## src/rtl/mst_str_gen_if.sv

```systemverilog
// Control, request and payload signals between the pre-fetch stage and the
// streaming test-data generator.
interface mst_str_gen_if #(
    parameter int DW = 32
);
    logic [1:0]    patsel;
    logic [3:0]    chnen;
    logic          genclr;
    logic          gen0req;
    logic          gen1req;
    logic          gen2req;
    logic          gen3req;
    logic [DW-1:0] gen0dat;
    logic [DW-1:0] gen1dat;
    logic [DW-1:0] gen2dat;
    logic [DW-1:0] gen3dat;
    logic [15:0]   genreqcnt0;
    logic [15:0]   genreqcnt1;
    logic [15:0]   genreqcnt2;
    logic [15:0]   genreqcnt3;

    // Requester side (pre-fetch / host control).
    modport master (
        output patsel, chnen, genclr, gen0req, gen1req, gen2req, gen3req,
        input  gen0dat, gen1dat, gen2dat, gen3dat,
        input  genreqcnt0, genreqcnt1, genreqcnt2, genreqcnt3
    );

    // Generator side.
    modport slave (
        input  patsel, chnen, genclr, gen0req, gen1req, gen2req, gen3req,
        output gen0dat, gen1dat, gen2dat, gen3dat,
        output genreqcnt0, genreqcnt1, genreqcnt2, genreqcnt3
    );
endinterface

```

## src/rtl/mst_str_gen.sv

```systemverilog
// Four-channel streaming test-data generator. Each channel keeps the next
// word to emit and a registered output word; an accepted request moves the
// next word to the output and advances it through the selected pattern.

// One generator channel; CH sets the channel id used in the seeds.
module mst_str_gen_ch #(
    parameter int          DW        = 32,
    parameter int          CH        = 0,
    parameter logic [31:0] LFSR_SEED = 32'h0000_0001,
    parameter logic [31:0] LFSR_TAPS = 32'h8020_0003,
    parameter logic [31:0] FIXPAT    = 32'hA5A5_5A5C
) (
    input  logic          clk,
    input  logic          rst,
    input  logic [1:0]    patsel,
    input  logic          en,
    input  logic          req,
    input  logic          clr,
    output logic [DW-1:0] dat,
    output logic [15:0]   cnt
);
    localparam logic [1:0]    ID       = 2'(CH);
    localparam logic [DW-1:0] INC_SEED = {ID, {(DW-2){1'b0}}};
    localparam logic [DW-1:0] LFSR_RAW = LFSR_SEED + DW'(CH);
    // A zero LFSR state would lock up, so it is replaced by 1.
    localparam logic [DW-1:0] LFSR_SD  = (LFSR_RAW == '0) ? DW'(1) : LFSR_RAW;
    localparam logic [DW-1:0] WALK_SD  = DW'(1) << CH;
    localparam logic [DW-1:0] FIX_SD   = {FIXPAT[DW-1:2], ID};

    logic [DW-1:0] nxt;
    logic [DW-1:0] nxt_f;
    logic [DW-1:0] seed;

    // Seed for the currently selected pattern, used on genclr.
    always_comb begin
        seed = INC_SEED;
        case (patsel)
            2'd0: seed = INC_SEED;
            2'd1: seed = LFSR_SD;
            2'd2: seed = WALK_SD;
            2'd3: seed = FIX_SD;
            default: seed = INC_SEED;
        endcase
    end

    // Pattern step function applied to the next word.
    always_comb begin
        nxt_f = nxt;
        case (patsel)
            2'd0: nxt_f = {nxt[DW-1:DW-2], nxt[DW-3:0] + {{(DW-3){1'b0}}, 1'b1}};
            2'd1: nxt_f = nxt[0] ? ((nxt >> 1) ^ LFSR_TAPS) : (nxt >> 1);
            2'd2: nxt_f = {nxt[DW-2:0], nxt[DW-1]};
            2'd3: nxt_f = nxt;
            default: nxt_f = nxt;
        endcase
    end

    // Channel state: genclr beats a same-cycle request; disabled channels hold.
    always_ff @(posedge clk or posedge rst) begin
        if (rst) begin
            nxt <= INC_SEED;
            dat <= '0;
            cnt <= '0;
        end else if (clr) begin
            nxt <= seed;
            dat <= '0;
            cnt <= '0;
        end else if (req && en) begin
            dat <= nxt;
            nxt <= nxt_f;
            cnt <= cnt + 16'd1;
        end
    end
endmodule

module mst_str_gen #(
    parameter int          DW        = 32,
    parameter logic [31:0] LFSR_SEED = 32'h0000_0001,
    parameter logic [31:0] LFSR_TAPS = 32'h8020_0003,
    parameter logic [31:0] FIXPAT    = 32'hA5A5_5A5C
) (
    input  logic              clk,
    input  logic              rst,
    mst_str_gen_if.slave      bus
);
    localparam int NCH = 4;

    logic [NCH-1:0]         req;
    logic [NCH-1:0][DW-1:0] dat;
    logic [NCH-1:0][15:0]   cnt;

    assign req = {bus.gen3req, bus.gen2req, bus.gen1req, bus.gen0req};

    assign bus.gen0dat    = dat[0];
    assign bus.gen1dat    = dat[1];
    assign bus.gen2dat    = dat[2];
    assign bus.gen3dat    = dat[3];
    assign bus.genreqcnt0 = cnt[0];
    assign bus.genreqcnt1 = cnt[1];
    assign bus.genreqcnt2 = cnt[2];
    assign bus.genreqcnt3 = cnt[3];

    for (genvar i = 0; i < NCH; i++) begin : g_ch
        mst_str_gen_ch #(
            .DW        (DW),
            .CH        (i),
            .LFSR_SEED (LFSR_SEED),
            .LFSR_TAPS (LFSR_TAPS),
            .FIXPAT    (FIXPAT)
        ) u_ch (
            .clk    (clk),
            .rst    (rst),
            .patsel (bus.patsel),
            .en     (bus.chnen[i]),
            .req    (req[i]),
            .clr    (bus.genclr),
            .dat    (dat[i]),
            .cnt    (cnt[i])
        );
    end
endmodule
```

## src/flat_wrapper.sv

```systemverilog
// flat-port wrapper written by rule: the top's interface ports become plain ports
module mst_str_gen_flat 
#(
    parameter int          DW        = 32,
    parameter logic [31:0] LFSR_SEED = 32'h0000_0001,
    parameter logic [31:0] LFSR_TAPS = 32'h8020_0003,
    parameter logic [31:0] FIXPAT    = 32'hA5A5_5A5C
)
  (clk, rst, bus_patsel, bus_chnen, bus_genclr, bus_gen0req, bus_gen1req, bus_gen2req, bus_gen3req, bus_gen0dat, bus_gen1dat, bus_gen2dat, bus_gen3dat, bus_genreqcnt0, bus_genreqcnt1, bus_genreqcnt2, bus_genreqcnt3);
  mst_str_gen_if #(.DW(DW)) bus_i ();
  input  logic clk;
  input  logic rst;
  input wire logic [$bits(bus_i.patsel)-1:0] bus_patsel;
  input wire logic [$bits(bus_i.chnen)-1:0] bus_chnen;
  input wire logic [$bits(bus_i.genclr)-1:0] bus_genclr;
  input wire logic [$bits(bus_i.gen0req)-1:0] bus_gen0req;
  input wire logic [$bits(bus_i.gen1req)-1:0] bus_gen1req;
  input wire logic [$bits(bus_i.gen2req)-1:0] bus_gen2req;
  input wire logic [$bits(bus_i.gen3req)-1:0] bus_gen3req;
  output wire logic [$bits(bus_i.gen0dat)-1:0] bus_gen0dat;
  output wire logic [$bits(bus_i.gen1dat)-1:0] bus_gen1dat;
  output wire logic [$bits(bus_i.gen2dat)-1:0] bus_gen2dat;
  output wire logic [$bits(bus_i.gen3dat)-1:0] bus_gen3dat;
  output wire logic [$bits(bus_i.genreqcnt0)-1:0] bus_genreqcnt0;
  output wire logic [$bits(bus_i.genreqcnt1)-1:0] bus_genreqcnt1;
  output wire logic [$bits(bus_i.genreqcnt2)-1:0] bus_genreqcnt2;
  output wire logic [$bits(bus_i.genreqcnt3)-1:0] bus_genreqcnt3;
  assign bus_i.patsel = bus_patsel;
  assign bus_i.chnen = bus_chnen;
  assign bus_i.genclr = bus_genclr;
  assign bus_i.gen0req = bus_gen0req;
  assign bus_i.gen1req = bus_gen1req;
  assign bus_i.gen2req = bus_gen2req;
  assign bus_i.gen3req = bus_gen3req;
  assign bus_gen0dat = bus_i.gen0dat;
  assign bus_gen1dat = bus_i.gen1dat;
  assign bus_gen2dat = bus_i.gen2dat;
  assign bus_gen3dat = bus_i.gen3dat;
  assign bus_genreqcnt0 = bus_i.genreqcnt0;
  assign bus_genreqcnt1 = bus_i.genreqcnt1;
  assign bus_genreqcnt2 = bus_i.genreqcnt2;
  assign bus_genreqcnt3 = bus_i.genreqcnt3;
  mst_str_gen #(.DW(DW), .LFSR_SEED(LFSR_SEED), .LFSR_TAPS(LFSR_TAPS), .FIXPAT(FIXPAT)) u_core (.clk(clk), .rst(rst), .bus(bus_i));
endmodule
```

## config.mk

```make
export PLATFORM = sky130hd
export DESIGN_NAME = mst_str_gen_flat
export DESIGN_NICKNAME = d
export VERILOG_FILES = /design/src/rtl/mst_str_gen_if.sv /design/src/rtl/mst_str_gen.sv /design/src/flat_wrapper.sv
export SDC_FILE = /design/constraint.sdc
export NUM_CORES = 1
export LEC_CHECK = 0
export ABC_AREA = 0
export CAP_MARGIN = 20
export CORE_ASPECT_RATIO = 0.9
export CORE_MARGIN = 2
export CORE_UTILIZATION = 54
export DETAILED_ROUTE_END_ITERATION = 6
export GPL_ROUTABILITY_DRIVEN = 0
export GPL_TIMING_DRIVEN = 0
export HOLD_SLACK_MARGIN = 0.15
export PLACE_DENSITY = 0.77
export SETUP_SLACK_MARGIN = 0.1
export SYNTH_ARGS = -nofsm -noshare
export SYNTH_HDL_FRONTEND = slang
export SYNTH_SLANG_ARGS = --single-unit
```

## constraint.sdc

```tcl
create_clock -name clk -period 14.08 [get_ports clk]
set_input_delay 2.816 -clock clk [delete_from_list [all_inputs] [get_ports clk]]
set_output_delay 2.816 -clock clk [all_outputs]
set_load 0.02 [all_outputs]
```

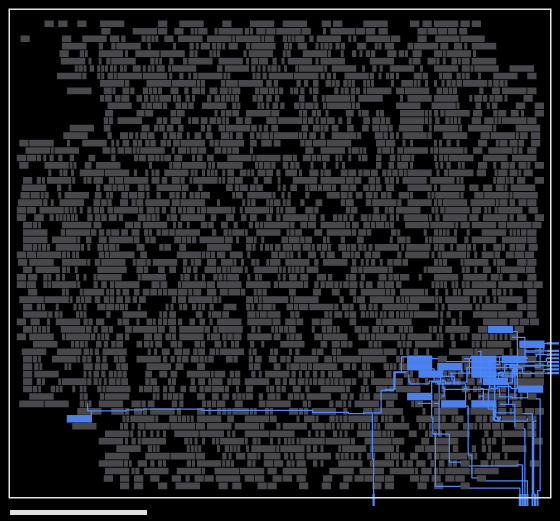
*Port wiring*
Scale bar: 50 um.
colour	port	bits	direction	end cells	buffers	wire
blue	bus_genreqcnt0	16	output	16	16	1070 um

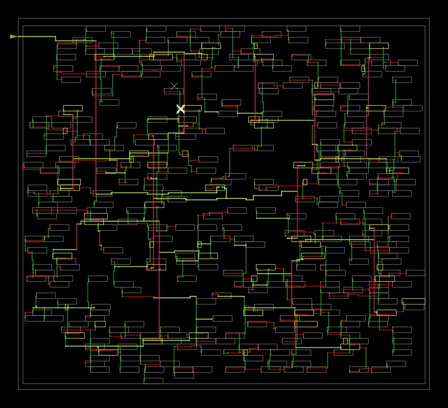
*Clock wiring as the flow saved it*
clk pwr: 0.000981 W
worst skew pair latency: 0.54 ns
CLK BUF: 45
Clock Sinks: 320
flip-flop and latch count: 320

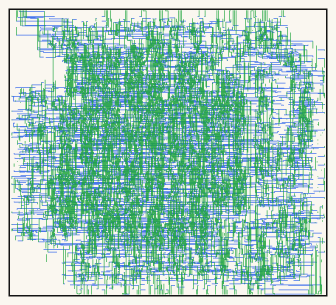
*Routed metal, one colour a layer*
Only two layers are drawn.
colour	layer	wire length
blue	M1	24.9 mm
green	M2	27.1 mm
Post-Route WL: 65.3 mm
WL per Instance: 23.0 um
vias: 18900

==> reports/metrics.cfg <==
[outcome]
status = finished with violations
violations = DRC

[final_timing]
finalCritPeriodShare_pct = 43.8
worstMarginPinSlew_ns = 1.28
whs_ns = 0.520
finalSetupTns_ns = 0
timing.final.crit_period_ns = 6.17
setup_ws_ns = 7.91
relSlewSlack_pct = 14.9

[min_path]
hp-class = reg -> reg

[finish]
fin_nets = 2419
syn2layout_area_growth_pct = 21.2
design_area_sq_mm = 0.0220
lay_top_cells = nand2_1, dfrtp_1, a21oi_1

[drt]
initialDrtViolationCount = 2673
vias_per_cell = 6.66
wl_met1_mm = 24.9
met3_length_mm = 8.96
drc_errors = 9

[clocking]
htreeDepth = 2
post_cts_buffers = 0
root_buffer = clkbuf_16

[worst_setup_path]
cp-start-kind = input port
crit_family = buffers and inverters
crit_path_frequent_cell = clkbuf_1
cp.arrival_ns = 6.60
crit_required_ns = 14.51

[synth]
ys_cells = 2148
adder_share_pct = 0.898
synth_seq_share_pct = 44.2
yosys.area_share.aoi_pct = 24.5
avgSynthCellArea_sq_um = 8.43
top_logic_kind = AND-OR/OR-AND gates
yosys.area_share.simple_pct = 20.5
yosys-top-cells-area = dfrtp_1, a21oi_1, nand2_1
yosysChipArea_sq_mm = 0.0181
synthCells = 2148
xor_share_pct = 3.87

[global_route]
use_met2_pct = 53.7
grt_pass1_vias = 17800
grt.met3_usage_pct = 11.9

[floorplan]
die_area_sq_mm = 0.0350
initial_core_util_pct = 54.8
core-area_sq_mm = 0.0330
fp.dieH_um = 178

[place]
place_area_sq_mm = 0.0207

[pwr]
power.leakage_nw = 8.61

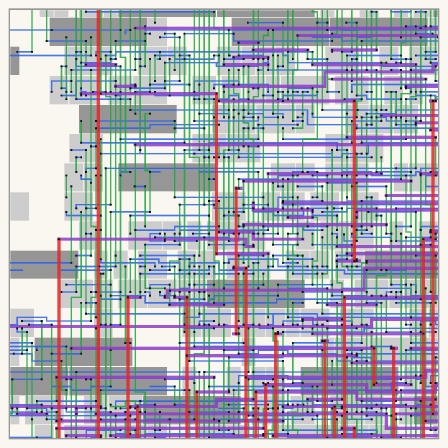
*A small window of the routed layout*
Region (29, 113) to (69, 153) um. Cells in grey, sequential cells in the stronger grey; small squares are vias.
colour	layer
purple	M3
green	M2
blue	M1
red	M4
sequential cells in the window	13
netlist names of flops here include	u_core.g_ch.u_ch.nxt (13)
most frequent	a22oi_1 (13), dfrtp_1 (13)
cells with their middle in the window	123

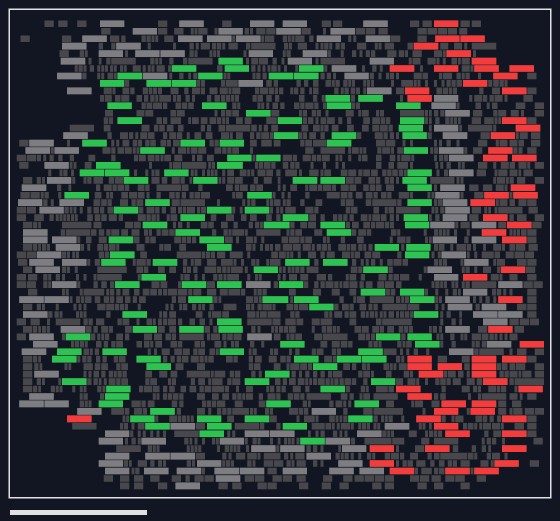
*Register map, names as in the netlist*
Scale bar: 50 um. Other sequential cells in the stronger grey, the rest of the logic in the fainter grey.
colour	signal	placed flops
red	u_core.g_ch.u_ch.cnt	64
green	u_core.g_ch.u_ch.nxt	128
not coloured	128
Seq power: 0.00102 W
Post-Route Utilization: 66.5%
sequential cell area share: 36.5%

## cells in the mapped netlist, drive strengths merged (45+ instances only)
library cell / instances
nand2: 349
nor2: 130
inv: 51
buf: 59
clkbuf: 132
a22oi: 100
dfrtp: 316
nand4: 46
o21ai: 135
nor3: 45
nand3: 73
a21oi: 276
## worst min-delay path: cells and delay by family, from the launching register on
kind	cells	cell delay, ns
flip-flops	1	0.37
AND/OR/NAND/NOR	1	0.05
AND-OR/OR-AND	1	0.05
## layout make-up
| type | instances | share of cell area (%) |
|---|---|---|
| antenna | 1 | 0.0114 |
| buffer | 192 | 3.84 |
| clock buffer | 45 | 4.45 |
| clock inverter | 17 | 1.00 |
| inverter | 52 | 0.923 |
| multi-input combinational | 1584 | 41.3 |
| sequential | 320 | 36.5 |
| tap | 422 | 2.41 |
| timing repair buffer | 207 | 9.59 |
## path summary, 6_finish.rpt
| kind | from | endpoint | slack, ns | cells past startpoint |
|---|---|---|---|---|
| max in group asynchronous | rst | u_core.g_ch[1].u_ch.dat[10] | 10.11 | 3 |
| max | bus_patsel[1] | u_core.g_ch[2].u_ch.nxt[30] | 7.91 | 8 |
| min in group asynchronous | rst | u_core.g_ch[2].u_ch.cnt[8] | 2.88 | 2 |
| min | u_core.g_ch[1].u_ch.dat[14] | u_core.g_ch[1].u_ch.dat[14] | 0.52 | 2 |
| min reg2reg | u_core.g_ch[1].u_ch.dat[14] | u_core.g_ch[1].u_ch.dat[14] | 0.52 | 2 |
| max reg2reg | u_core.g_ch[1].u_ch.nxt[1] | u_core.g_ch[1].u_ch.nxt[28] | 11.45 | 7 |
## report_power, final
| group | total, W | internal (W) | switching, W |
|---|---|---|---|
| clock | 0.000981 | 0.000584 | 0.000398 |
| sequential | 0.00102 | 0.000966 | 0.0000551 |
| combinational | 0.000394 | 0.000123 | 0.000271 |
No activity file was given, so power comes from the tool's default toggle rates.
